--- src/rtl/pinwheel_regfile_pkg.sv ---
// Purpose     : shared types and helpers for the pinwheel register-file controller.
// Latency     : n/a (package only).
// Backpressure: n/a (package only).
//
// Contents:
//   state_t       - controller sequencing state (CLEAR after reset, then RUN)
//   REG_IDX_BITS  - register index field width inside a file address
//   HART_BITS     - hart field width inside a file address
//   is_x0()       - true when a register index selects the hard-wired zero register
package pinwheel_regfile_pkg;

    // Address layout: addr[4:0] = register index, addr[6:5] = hart, addr[7] = 0.
    localparam int REG_IDX_BITS = 5;
    localparam int HART_BITS    = 2;

    typedef enum logic [0:0] {
        CLEAR = 1'b0,
        RUN   = 1'b1
    } state_t;

    // Takes only the register-index field so callers slice it explicitly and
    // the hart bits never leak into the x0 decision.
    function automatic logic is_x0(input logic [REG_IDX_BITS-1:0] addr);
        return (addr == '0);
    endfunction

endpackage

--- src/rtl/pinwheel_regfile_bypass.sv ---
// Purpose     : one read port's read-after-write bypass in front of a 1-cycle-latency RAM.
// Latency     : 1 cycle from i_raddr to o_rdata (matches the RAM read latency).
// Backpressure: none; captures every cycle, never stalls.
//
// Ports:
//   clk, rst      - clock, asynchronous active-high reset
//   i_raddr       - read address presented to the RAM this cycle
//   i_ram_wren    - RAM write enable this cycle (already x0/reset qualified)
//   i_ram_waddr   - RAM write address this cycle
//   i_ram_wdata   - RAM write data this cycle
//   i_ram_rdata   - RAM read data (for the address presented last cycle)
//   i_zero        - force the output to zero (clear sequence running)
//   o_rdata       - bypassed read data
module pinwheel_regfile_bypass
    import pinwheel_regfile_pkg::*;
#(
    parameter int DATA_WIDTH = 32,
    parameter int ADDR_WIDTH = 8
) (
    input  logic                  clk,
    input  logic                  rst,
    input  logic [ADDR_WIDTH-1:0] i_raddr,
    input  logic                  i_ram_wren,
    input  logic [ADDR_WIDTH-1:0] i_ram_waddr,
    input  logic [DATA_WIDTH-1:0] i_ram_wdata,
    input  logic [DATA_WIDTH-1:0] i_ram_rdata,
    input  logic                  i_zero,
    output logic [DATA_WIDTH-1:0] o_rdata
);

    // The RAM returns old data on a same-cycle read/write collision, so a
    // collision is remembered here and the new data substituted next cycle.
    logic                  w_hit;
    logic                  r_hit;
    logic                  r_x0;
    logic [DATA_WIDTH-1:0] r_wdata;

    assign w_hit = i_ram_wren && (i_ram_waddr == i_raddr);

    // Reset value of r_x0 is 1 so the port reads zero straight out of reset
    // (equivalent to a captured read address of 0).
    always_ff @(posedge clk or posedge rst) begin
        if (rst) begin
            r_hit   <= 1'b0;
            r_x0    <= 1'b1;
            r_wdata <= '0;
        end else begin
            r_hit <= w_hit;
            r_x0  <= is_x0(i_raddr[REG_IDX_BITS-1:0]);
            if (w_hit) begin
                r_wdata <= i_ram_wdata;
            end
        end
    end

    always_comb begin
        o_rdata = i_ram_rdata;
        if (i_zero || r_x0) begin
            o_rdata = '0;
        end else if (r_hit) begin
            o_rdata = r_wdata;
        end
    end

endmodule

--- src/rtl/pinwheel_regfile_ctrl.sv ---
// Purpose     : clear sequencer, write-port arbiter, x0 guard and read bypass for the pinwheel register file.
// Latency     : writes land at the next clock edge; reads return 1 cycle after the address.
// Backpressure: wb_stall holds writeback during clear/forced-debug cycles; dbg_ready handshakes debug writes.
//
// Configuration macro: PINWHEEL_REGFILE_CLEAR_EN
//   defined   - after reset the file is zero-cleared (DEPTH cycles, busy = 1)
//   undefined - reset lands directly in RUN, busy tied 0, no clear writes
//
// Ports:
//   clk, rst                      - clock, asynchronous active-high reset
//   rf_raddr0/1, rf_rdata0/1      - pipeline read ports (1-cycle latency, bypassed)
//   wb_wren/waddr/wdata, wb_stall - pipeline writeback and its hold request
//   dbg_valid/ready/waddr/wdata   - debug/loader write port (valid/ready)
//   busy                          - clear sequence in progress
//   ram_raddr0/1, ram_rdata0/1    - to/from register-file read ports
//   ram_waddr/wdata/wren          - to register-file shared write port
module pinwheel_regfile_ctrl
    import pinwheel_regfile_pkg::*;
#(
    parameter int DATA_WIDTH  = 32,
    parameter int ADDR_WIDTH  = 8,
    parameter int DEPTH       = 128,
    parameter int STALL_LIMIT = 15
) (
    input  logic                  clk,
    input  logic                  rst,
    input  logic [ADDR_WIDTH-1:0] rf_raddr0,
    input  logic [ADDR_WIDTH-1:0] rf_raddr1,
    output logic [DATA_WIDTH-1:0] rf_rdata0,
    output logic [DATA_WIDTH-1:0] rf_rdata1,
    input  logic                  wb_wren,
    input  logic [ADDR_WIDTH-1:0] wb_waddr,
    input  logic [DATA_WIDTH-1:0] wb_wdata,
    output logic                  wb_stall,
    input  logic                  dbg_valid,
    output logic                  dbg_ready,
    input  logic [ADDR_WIDTH-1:0] dbg_waddr,
    input  logic [DATA_WIDTH-1:0] dbg_wdata,
    output logic                  busy,
    output logic [ADDR_WIDTH-1:0] ram_raddr0,
    output logic [ADDR_WIDTH-1:0] ram_raddr1,
    input  logic [DATA_WIDTH-1:0] ram_rdata0,
    input  logic [DATA_WIDTH-1:0] ram_rdata1,
    output logic [ADDR_WIDTH-1:0] ram_waddr,
    output logic [DATA_WIDTH-1:0] ram_wdata,
    output logic                  ram_wren
);

    localparam int                    CNT_W     = $clog2(STALL_LIMIT + 1);
    localparam logic [CNT_W-1:0]      CNT_LIMIT = CNT_W'(STALL_LIMIT);
    localparam logic [ADDR_WIDTH-1:0] CLR_LAST  = ADDR_WIDTH'(DEPTH - 1);

`ifdef PINWHEEL_REGFILE_CLEAR_EN
    localparam state_t RESET_STATE = CLEAR;
`else
    localparam state_t RESET_STATE = RUN;
`endif

    state_t                r_state;
    state_t                w_state_nxt;
    logic [ADDR_WIDTH-1:0] r_clr_addr;
    logic [ADDR_WIDTH-1:0] w_clr_addr_nxt;
    logic [CNT_W-1:0]      r_stall_cnt;
    logic [CNT_W-1:0]      w_stall_cnt_nxt;

    logic                  w_in_clear;
    logic                  w_force;
    logic                  w_wb_grant;
    logic                  w_dbg_grant;
    logic                  w_wren;
    logic [ADDR_WIDTH-1:0] w_waddr;
    logic [DATA_WIDTH-1:0] w_wdata;
    logic                  w_wb_stall;
    logic                  w_dbg_ready;
    logic                  w_ram_wren;

    // ------------------------------------------------------------------
    // State registers
    // ------------------------------------------------------------------
    always_ff @(posedge clk or posedge rst) begin
        if (rst) begin
            r_state     <= RESET_STATE;
            r_clr_addr  <= '0;
            r_stall_cnt <= '0;
        end else begin
            r_state     <= w_state_nxt;
            r_clr_addr  <= w_clr_addr_nxt;
            r_stall_cnt <= w_stall_cnt_nxt;
        end
    end

    // ------------------------------------------------------------------
    // Next state, clear sequencing and write-port arbitration
    // ------------------------------------------------------------------
    always_comb begin
        w_state_nxt     = r_state;
        w_clr_addr_nxt  = r_clr_addr;
        w_stall_cnt_nxt = '0;
        w_in_clear      = 1'b0;
        w_force         = 1'b0;
        w_wb_grant      = 1'b0;
        w_dbg_grant     = 1'b0;
        w_waddr         = dbg_waddr;
        w_wdata         = dbg_wdata;
        w_wren          = 1'b0;
        w_wb_stall      = 1'b1;
        w_dbg_ready     = 1'b0;

        case (r_state)
            CLEAR: begin
                // One zero write per cycle; wb and dbg are ignored entirely.
                w_in_clear     = 1'b1;
                w_waddr        = r_clr_addr;
                w_wdata        = '0;
                w_wren         = 1'b1;
                w_clr_addr_nxt = r_clr_addr + 1'b1;
                if (r_clr_addr == CLR_LAST) begin
                    w_state_nxt    = RUN;
                    w_clr_addr_nxt = '0;
                end
            end

            RUN: begin
                // Writeback wins unless debug has been refused STALL_LIMIT
                // cycles in a row; then debug is forced through and the
                // pipeline holds its write for this cycle.
                w_force     = (r_stall_cnt == CNT_LIMIT);
                w_wb_grant  = wb_wren && !w_force;
                w_dbg_grant = dbg_valid && !w_wb_grant;
                w_wb_stall  = w_force;
                w_dbg_ready = w_dbg_grant;

                if (w_wb_grant) begin
                    w_waddr = wb_waddr;
                    w_wdata = wb_wdata;
                end

                // x0 writes are dropped at the RAM but still handshake.
                w_wren = (w_wb_grant || w_dbg_grant) &&
                         !is_x0(w_waddr[REG_IDX_BITS-1:0]);

                if (dbg_valid && !w_dbg_grant) begin
                    w_stall_cnt_nxt = r_stall_cnt + 1'b1;
                end
            end

            default: begin
                w_state_nxt = RESET_STATE;
            end
        endcase
    end

    // ------------------------------------------------------------------
    // Outputs
    // ------------------------------------------------------------------
    // The state registers are already held by the asynchronous reset; the
    // combinational handshake/write paths are also qualified with rst so
    // the outputs show reset values the moment rst rises.
    assign w_ram_wren = w_wren && !rst;
    assign ram_wren   = w_ram_wren;
    assign ram_waddr  = w_waddr;
    assign ram_wdata  = w_wdata;
    assign dbg_ready  = w_dbg_ready && !rst;
    assign wb_stall   = w_wb_stall || rst;

`ifdef PINWHEEL_REGFILE_CLEAR_EN
    assign busy = (r_state == CLEAR);
`else
    assign busy = 1'b0;
`endif

    assign ram_raddr0 = rf_raddr0;
    assign ram_raddr1 = rf_raddr1;

    pinwheel_regfile_bypass #(
        .DATA_WIDTH (DATA_WIDTH),
        .ADDR_WIDTH (ADDR_WIDTH)
    ) u_bypass0 (
        .clk         (clk),
        .rst         (rst),
        .i_raddr     (rf_raddr0),
        .i_ram_wren  (w_ram_wren),
        .i_ram_waddr (w_waddr),
        .i_ram_wdata (w_wdata),
        .i_ram_rdata (ram_rdata0),
        .i_zero      (w_in_clear),
        .o_rdata     (rf_rdata0)
    );

    pinwheel_regfile_bypass #(
        .DATA_WIDTH (DATA_WIDTH),
        .ADDR_WIDTH (ADDR_WIDTH)
    ) u_bypass1 (
        .clk         (clk),
        .rst         (rst),
        .i_raddr     (rf_raddr1),
        .i_ram_wren  (w_ram_wren),
        .i_ram_waddr (w_waddr),
        .i_ram_wdata (w_wdata),
        .i_ram_rdata (ram_rdata1),
        .i_zero      (w_in_clear),
        .o_rdata     (rf_rdata1)
    );

endmodule

--- config.mk ---
export PLATFORM = sky130hd
export DESIGN_NAME = pinwheel_regfile_ctrl
export DESIGN_NICKNAME = d
export VERILOG_FILES = /design/src/rtl/pinwheel_regfile_pkg.sv /design/src/rtl/pinwheel_regfile_bypass.sv /design/src/rtl/pinwheel_regfile_ctrl.sv
export SDC_FILE = /design/constraint.sdc
export NUM_CORES = 1
export LEC_CHECK = 0
export ABC_AREA = 0
export CORE_MARGIN = 3
export CORE_UTILIZATION = 35
export CTS_CLUSTER_SIZE = 12
export DETAILED_ROUTE_END_ITERATION = 8
export DONT_BUFFER_PORTS = 1
export PLACE_DENSITY = 0.46
export SYNTH_ARGS = -nofsm -noshare
export SYNTH_HDL_FRONTEND = slang
export SYNTH_HIERARCHICAL = 1
export SYNTH_SLANG_ARGS = --single-unit
--- constraint.sdc ---
create_clock -name clk -period 3 [get_ports clk]
set_input_delay 0.6 -clock clk [delete_from_list [all_inputs] [get_ports clk]]
set_output_delay 0.6 -clock clk [all_outputs]
set_load 0.01 [all_outputs]
==> run_1/wires.png <==
Scale: 4 px per um.
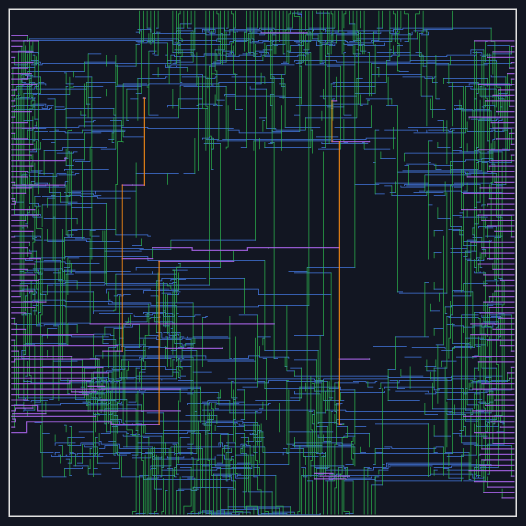
| color | layer | wire length |
|---|---|---|
| orange | metal 4 | 185 um |
| purple | metal 3 | 1340 um |
| green | metal 2 | 7480 um |
| blue | metal 1 | 5990 um |
drt wl/cell: 21.1 um
total routing usage reported by global routing: 18.2%
vias post-DR: 3879

==> run_1/clocks.png <==
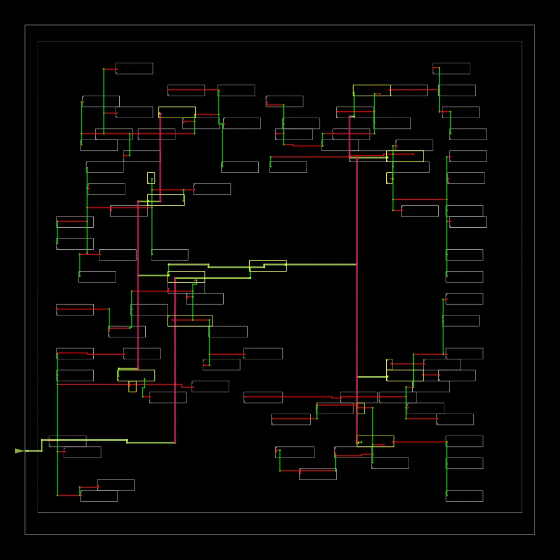
clock latency at the later pin of the worst-skew pair: 330 ps
Post-Route Skew: 3.44 ps
FFs & Latches: 81

==> flow_summary_export.csv, run 1 <==
group,metric,value,unit
floorplan,fp_util,36.1,%
floorplan,num_rows,43,
cts,cts.sink_count,81,
final_layout,design.final.nets,692,
setup_path,max_stage_delay,430,ps
global_routing,grt_overflow_total,0,
synthesis,synthesis.area_per_instance,9.41,um2
floorplan,floorplan.die_area,16000,um2
final_layout,lay_top_cells,"sky130_fd_sc_hd__nand2_1 (87), sky130_fd_sc_hd__nor2_1 (81), sky130_fd_sc_hd__dfrtp_1 (76), sky130_fd_sc_hd__mux2i_1 (64), sky130_fd_sc_hd__mux2_2 (59)",
setup_path,path_class,"reg -> out",
floorplan,die_height,126,um
route,detail_route.wirelength.met1,5990,um
pwr,part_of_the_total_power_dissipated_in_sequential_elements,48.2,%
sta,slew_headroom,38.3,%
synthesis,adder_share,0.493,%
sta,setup_tns,0,ps
pwr,power.combinational.fraction,5.7,%
pwr,power_leakage,2.37,nW
setup_path,crit_buf_inv,1,
pwr,switching_share,21.9,%
run,max_cap_violations,0,
route,viasPerCell,5.46,
final_layout,post_layout_util,39.5,%
synthesis,async_flop_share,100,%
final_layout,post_route_cells_drive_above_1_share,22.1,%
synthesis,ys_seq_share,40.0,%
final_layout,multiInputGateArea,2720,um2
pwr,power_dissipated_in_combinational_cells,0.000130,W
final_layout,clockBufferCount,11,
route,drc,0,
sta,rsz0062_at_grt,"false",
synthesis,ys_cells,539,
sta,finalWorstPathRequiredPeriod,2840,ps
floorplan,core_area,14000,um2
synthesis,largest_area_cell,"sky130_fd_sc_hd__dfrtp_1",
setup_path,regToRegEndpoint,"u_bypass0/r_wdata[7]",
sta,finalClockPeriodUsage,94.6,%
route,met3_length,1340,um
synthesis,muxShareOfSynthArea,27.1,%
pwr,power.internal,0.00178,W
synthesis,edf_count,0,
synthesis,top_area_share,38.5,%
synthesis,synth_top_cell_by_count,"sky130_fd_sc_hd__nand2_1",
final_layout,non_clock_buffer_area_share,4.83,%
setup_path,worstSetupEndpointType,"output pin",
cts,ctsLongestPathBuffers,2,
cts,cts_made_buffers,9,
placed_design,dp_worst_setup_slack,76.0,ps
cts,hold_buffers,0,
final_layout,layout_top_cell,"sky130_fd_sc_hd__nand2_1",
setup_path,cp-startpoint,"r_stall_cnt[0]",
setup_path,worst_setup_path_endpoint,"ram_wdata[30]",
final_layout,layout.non_clock_buffers,29,
floorplan,num_tap_cells,180,
placed_design,place_inst,695,
synthesis,synth.top_cells.by_count,"sky130_fd_sc_hd__nand2_1 (88), sky130_fd_sc_hd__nor2_1 (81), sky130_fd_sc_hd__dfrtp_1 (78)",
final_layout,fillerInstances,1427,
run_status,run_status,"finished clean",
global_routing,antenna_violations_before_repair,0,
placed_design,place_hpwl,11500,um
cts,h-tree-depth,3,
final_layout,layout.cell_area.non_filler,5540,um2
final_layout,final-clk-cell-share,5.01,%
pwr,power.density,410,nW/um2
==> run_1/clk_routes.png <==
Scale: 2 px per um.
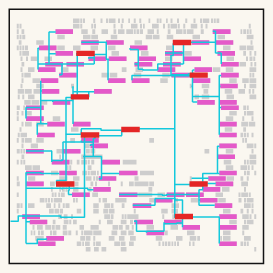
[red] clock drivers | count: 9
[cyan] clock wires | length: 1160 um
[magenta] flip-flops | count: 81
routed clock nets: 10
flops lie: spread over the die
reported clock group power: 0.00105 W
Clk network pwr share: 46.1%

==> run_1/power_grid.png <==
Scale: 3 px per um. Pins as bars on the die edge.
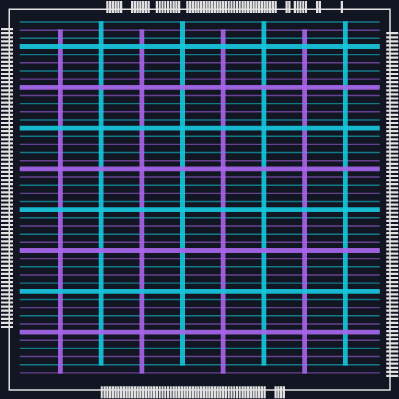

==> run 2: changes to the inputs <==
- DONT_BUFFER_PORTS: 1 -> default
- PLACE_DENSITY: 0.46 -> 0.74
- clock period: 3 -> 2.41 ns (I/O delays scaled with it)
==> run_2/power_grid.png <==
Scale: 3 px per um. Pins as bars on the die edge.
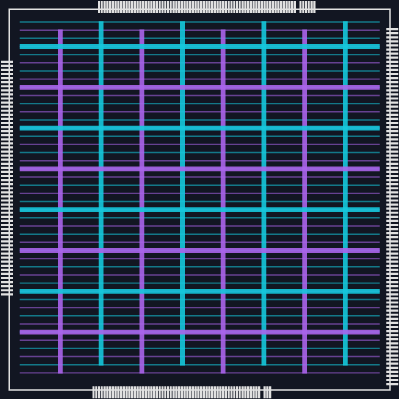
| color | net |
|---|---|
| cyan | VDD |
| purple | VSS |
rows: 43
met1 rails: 44

==> run_2/wires.png <==
Scale: 4 px per um.
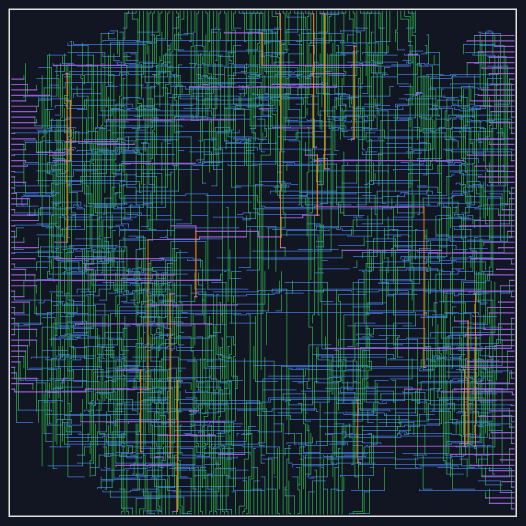
| color | layer | wire length |
|---|---|---|
| blue | metal 1 | 9420 um |
| green | metal 2 | 13200 um |
| purple | metal 3 | 1490 um |
| orange | metal 4 | 525 um |

==> run_2/clocks.png <==
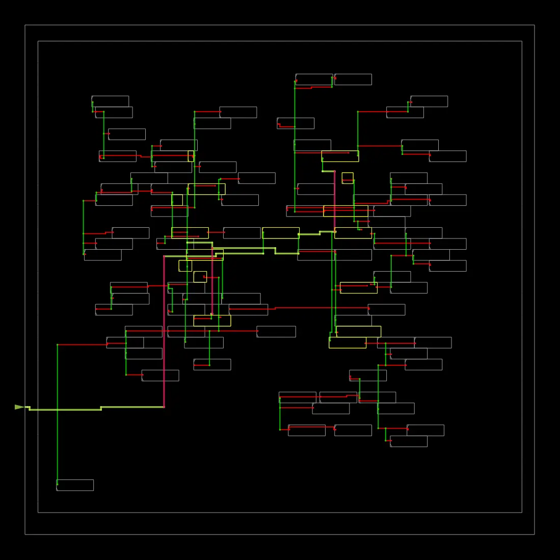
clk sinks: 81
number of buffers added by the clock tree synthesis step: 9

==> run 2 against run 1 <==
The run now ends with negative setup slack left. Synthesized cell count is the same. Combinational power grew to 5.5 times the previous value. Final area grew 92%. Highest routed layer unchanged.
==> flow_summary_export.csv, run 2 <==
group,metric,value,unit
setup_path,max_stage_delay,410,ps
cts,h-tree-depth,3,
sta,clock-skew-final,6.97,ps
placed_design,place_hpwl,15100,um
pwr,part_of_the_total_power_dissipated_in_sequential_elements,38.3,%
final_layout,post_route_cells_drive_above_1_share,43.9,%
final_layout,lay_top_cells,"sky130_fd_sc_hd__clkdlybuf4s50_1 (173), sky130_fd_sc_hd__buf_4 (117), sky130_fd_sc_hd__nor2_1 (81), sky130_fd_sc_hd__dfrtp_1 (76), sky130_fd_sc_hd__mux2i_1 (64)",
final_layout,non_clock_buffer_area_share,40.9,%
global_routing,grt_overflow_total,0,
final_layout,design.final.nets,1114,
pwr,power.share.clock,41.6,%
synthesis,adder_share,0.493,%
pwr,switching_share,24.2,%
cts,ctsLongestPathBuffers,2,
final_layout,layout.sequential_cells,81,
synthesis,synthesis.area_per_instance,9.41,um2
final_layout,layout.cell_area.non_filler,10700,um2
pwr,power.internal,0.00270,W
floorplan,num_tap_cells,180,
placed_design,dp_worst_setup_slack,-665,ps
setup_path,crit_buf_inv,3,
synthesis,async_flop_share,100,%
pwr,power.combinational.fraction,20.1,%
setup_path,cp-startpoint,"r_stall_cnt[0]",
route,met3_length,1490,um
sta,slew_headroom,65.8,%
pwr,reported_clock_group_power,0.00148,W
setup_path,regToRegEndpoint,"u_bypass0/r_wdata[25]",
final_layout,fillerInstances,926,
run_status,run_status,"complete, but fails checks",
setup_path,critPathLaunchType,"register",
cts,hold_buffers,0,
pwr,power_dissipated_in_combinational_cells,0.000714,W
final_layout,layout.non_clock_buffers,449,
route,dr_total_vias,5795,
synthesis,synthAoiAreaFrac,4.86,%
pwr,power_leakage,4.95,nW
run_status,violations_in_the_final_reports,"negative setup slack",
setup_path,worst_setup_path_endpoint,"u_bypass0/r_wdata[25]",
floorplan,core_area,14000,um2
floorplan,die_height,126,um
synthesis,synth_nets,705,
cts,clk-insertion-delay-late,330,ps
final_layout,final-clk-cell-share,3.01,%
route,viasPerCell,5.11,
final_layout,layout_top_cell,"sky130_fd_sc_hd__clkdlybuf4s50_1",
setup_path,worstSetupEndpointType,"register",
sta,worst_slack,-222,ps
synthesis,top_area_share,38.5,%
synthesis,synth_top_cell_by_count,"sky130_fd_sc_hd__nand2_1",
placed_design,place_inst,1032,
final_layout,multiInputGateArea,3700,um2
floorplan,floorplan.die_area,16000,um2
synthesis,synth.top_cells.by_count,"sky130_fd_sc_hd__nand2_1 (88), sky130_fd_sc_hd__nor2_1 (81), sky130_fd_sc_hd__dfrtp_1 (78)",
route,drc,0,
synthesis,largest_area_cell,"sky130_fd_sc_hd__dfrtp_1",
sta,setup_violation_total_in_the_final_timing_report,98,
sta,setup_tns,-13780,ps
synthesis,edf_count,0,
setup_path,path_class,"reg -> reg",
==> run_2/logic_types.png <==
Scale: 2 px per um.
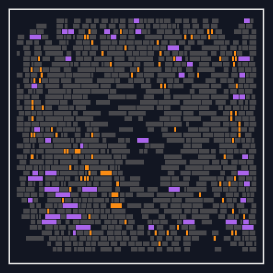

==> run 3: changes to the inputs <==
- TNS_END_PERCENT: default -> 1
==> run_3/logic_types.png <==
Scale: 2 px per um.
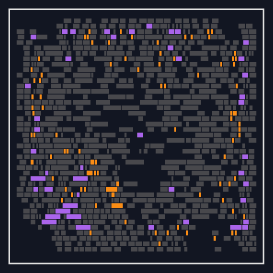
| color | family | cells | where |
|---|---|---|---|
| orange | nor cells | 88 | spread over the die |
| purple | aoi and oai cells | 45 | spread over the die |

==> run_3/power_grid.png <==
Scale: 3 px per um. Pins as bars on the die edge.
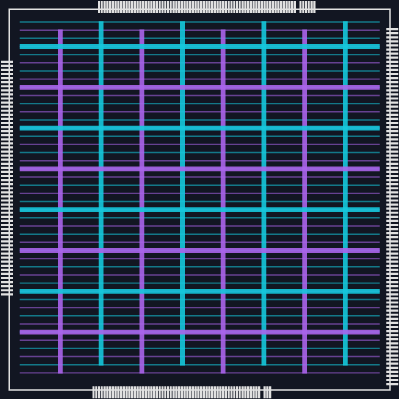
| color | net |
|---|---|
| cyan | VDD |
| purple | VSS |
met1 rails: 44
met5 straps: 8
rows: 43
met4 straps: 8
signal pins: 288

==> run 3 against run 2 <==
The run still ends with negative setup slack left. Setup slack worse by 33 ps. Routed wire length down 19%. First-iteration DRC count down 24%. Final area down 13%. Count of clock-buffer cells in the layout unchanged. Hold slack worse by 24 ps. Global-route usage down 2.0 points. Register-to-register slack worse by 30 ps. Non-clock buffer count down 69. Synthesized cell count unchanged. Clock skew up 0.52 ps. Sequential share of layout area up 2.8 points. Highest routed layer unchanged.
==> flow_summary_export.csv, run 3 <==
group,metric,value,unit
run_status,run_status,"complete, but fails checks",
run_status,violations_in_the_final_reports,"negative setup slack",
cts,cts.sink_count,81,
sta,setup_violation_total_in_the_final_timing_report,84,
final_layout,fillerInstances,1128,
floorplan,core_area,14000,um2
synthesis,top_logic_kind,"multiplexers",
final_layout,layout_top_cell,"sky130_fd_sc_hd__clkdlybuf4s50_1",
pwr,switching_share,22.6,%
setup_path,cp_data_required_time,2610,ps
synthesis,ys_cells,539,
route,detail_route.first_pass.iterations,5,
global_routing,use_met3,4.29,%
synthesis,muxShareOfSynthArea,27.1,%
sta,max_clock_freq,0.375,GHz
setup_path,rrSetupSlack,-250,ps
route,drc,0,
setup_path,r2r_start,"r_stall_cnt[0]",
floorplan,die_x,126,um
final_layout,comb.multi_input.count,402,
setup_path,worstSetupEndpointType,"register",
cts,path_clk_slew,60,ps
worst_hold_path,worstHoldStart,"u_bypass0/r_wdata[1]",
floorplan,die_height,126,um
global_routing,busiest_layer,"met2",
pwr,power.combinational.fraction,16.3,%
setup_path,path_class,"reg -> reg",
pwr,design_power_total,0.00338,W
final_layout,final-clk-cell-share,3.46,%
pwr,reported_clock_group_power,0.00147,W
pwr,power.internal,0.00261,W
placed_design,numPortBuffers,286,
final_layout,synthToLayoutAreaGrowth,83.0,%
synthesis,top_area_share,38.5,%
global_routing,globalRouteTotalUtil,24.1,%
setup_path,cp-startpoint,"r_stall_cnt[0]",
final_layout,non_clock_buffer_area_share,38.6,%
synthesis,adder_share,0.493,%
sta,rsz0062_at_grt,"true",
floorplan,boundaryPins,288,
pwr,power.share.clock,43.4,%
pwr,powerSeq,0.00136,W
floorplan,floorplan.die_area,16000,um2
setup_path,crit_buf_inv,3,
synthesis,area_leaders,"sky130_fd_sc_hd__dfrtp_1 (38%), sky130_fd_sc_hd__mux2_2 (13%), sky130_fd_sc_hd__mux2i_1 (13%), sky130_fd_sc_hd__nand2_1 (6.5%), sky130_fd_sc_hd__nor2_1 (6.0%)",
synthesis,syn-instance-count,539,
route,top_signal_layer_used,"met4",
setup_path,reg2reg_depth,12,
route,dr_iter_0_viols,234,
synthesis,synthAoiAreaFrac,4.86,%
cts,h-tree-depth,3,
route,wl_met2,10500,um
global_routing,grt_max_degree,33,
setup_path,regToRegEndpoint,"u_bypass1/r_wdata[2]",
final_layout,final.signal_inverter_count,5,
final_layout,sequential_cell_area,2030,um2
placed_design,place_hpwl,15100,um
floorplan,fp_util,36.1,%
final_layout,clockBufferCount,10,
sta,finalClockPeriodUsage,111,%
cts,clk-insertion-delay-late,330,ps
final_layout,stdcell_count,1064,
sta,setup_tns,-16040,ps
cts,cts_post_setup_buffers_inserted,9,
route,detail_route.wirelength.met1,8000,um
pwr,power.density,364,nW/um2
synthesis,async_flop_share,100,%
pwr,power_leakage,4.21,nW
final_layout,post_route_cells_drive_above_1_share,32.1,%
final_layout,layout.cell_area.non_filler,9290,um2
sta,clock-skew-final,7.49,ps
sta,final-hold-violation-count,0,
cts,cts_root_buffer,"sky130_fd_sc_hd__clkbuf_16",
synthesis,ff_type,"sky130_fd_sc_hd__dfrtp_1",
final_layout,lay_top_cells,"sky130_fd_sc_hd__clkdlybuf4s50_1 (178), sky130_fd_sc_hd__buf_4 (84), sky130_fd_sc_hd__nand2_1 (82), sky130_fd_sc_hd__nor2_1 (80), sky130_fd_sc_hd__dfrtp_1 (76)",
floorplan,num_tap_cells,180,
global_routing,gr-usage-met2,44.4,%
final_layout,layout.non_clock_buffers,380,
setup_path,worst_path_max_delay_cell,"sky130_fd_sc_hd__dfrtp_1",
synthesis,synth_nets,705,
synthesis,syn-cell-area,5070,um2
global_routing,gr_layer_usage_met1,28.6,%
synthesis,synth-xor-area-share,3.97,%
worst_hold_path,min_to,"u_bypass0/r_wdata[1]",
pwr,p_switching,0.000765,W
cts,ctsResizeCount,238,
run,max_cap_violations,0,
setup_path,max_stage_delay,410,ps
final_layout,fraction_of_standard_cell_area_that_is_sequential,21.9,%
placed_design,place_congestion,0.886,
final_layout,post_layout_util,66.1,%
floorplan,num_rows,43,
final_layout,multiInputGateArea,3110,um2
final_layout,design.final.nets,1045,
synthesis,ys.flops,81,
placed_design,place_inst,1032,
global_routing,antenna_violations_before_repair,0,
cts,tritoncts,"yes",
setup_path,worst_setup_path_endpoint,"u_bypass1/r_wdata[2]",
final_layout,antenna_cells_inserted,0,
synthesis,largest_area_cell,"sky130_fd_sc_hd__dfrtp_1",
route,postRouteAntennaNets,0,
cts,ctsLongestPathBuffers,2,
global_routing,first_global_vias,5791,
synthesis,post_synth_and_or_nand_nor_area_fraction,16.6,%
setup_path,critPathLaunchType,"register",
final_layout,registers_with_the_most_flip_flops,"u_bypass0/r_wdata: 32 flops, u_bypass1/r_wdata: 32 flops, r_clr_addr: 8 flops",
cts,hold_buffers,0,
cts,cts_made_buffers,9,
synthesis,synth_top_cell_by_count,"sky130_fd_sc_hd__nand2_1",
synthesis,edf_count,0,
sta,finalWorstPathRequiredPeriod,2660,ps
synthesis,synth.yosys.warnings,6,
pwr,power_top_consumer,"clock",
synthesis,ys_seq_share,40.0,%
route,route.detailed.wl_per_inst,18.8,um
synthesis,yosys_area,5070,um2
placed_design,placement.cell_area,8670,um2
setup_path,critical_path.max_fanout,9,
global_routing,first_pass_grt_wire_length,30900,um
synthesis,yosysUniqueCellTypes,37,
setup_path,cells_traversed_along_the_worst_timing_path,"ha_4 > nand3_4 > and2_4 > nand2_2 > a31oi_4 > buf_6 > xnor2_2 > nand4_1 > nor3_4 > buf_12 > clkbuf_16 > mux2_1",
synthesis,synth.top_cells.by_count,"sky130_fd_sc_hd__nand2_1 (88), sky130_fd_sc_hd__nor2_1 (81), sky130_fd_sc_hd__dfrtp_1 (78)",
route,viasPerCell,4.97,
synthesis,synthesis.area_per_instance,9.41,um2
setup_path,cp_num_cells,12,
sta,worst_slack,-255,ps
final_layout,layout.sequential_cells,81,
sta,holdWs,493,ps
pwr,part_of_the_total_power_dissipated_in_sequential_elements,40.3,%
setup_path,critical_path.top_delay_family,"simple AND/OR/NAND/NOR gates",
pwr,power_dissipated_in_combinational_cells,0.000551,W
route,drt_wl_total,20000,um
route,dr_total_vias,5290,
global_routing,grt_overflow_total,0,
route,met3_length,1120,um
placed_design,dp_worst_setup_slack,-665,ps
==> run_3/wires.png <==
Scale: 4 px per um.
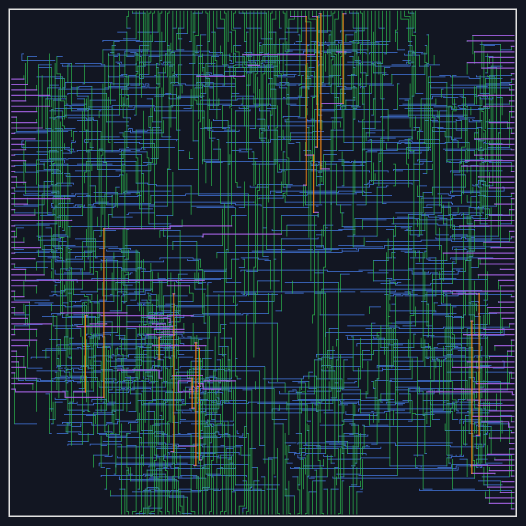
| color | layer | wire length |
|---|---|---|
| orange | metal 4 | 396 um |
| green | metal 2 | 10500 um |
| purple | metal 3 | 1120 um |
| blue | metal 1 | 8000 um |

No activity file was given, so power comes from the tool's default toggle rates.
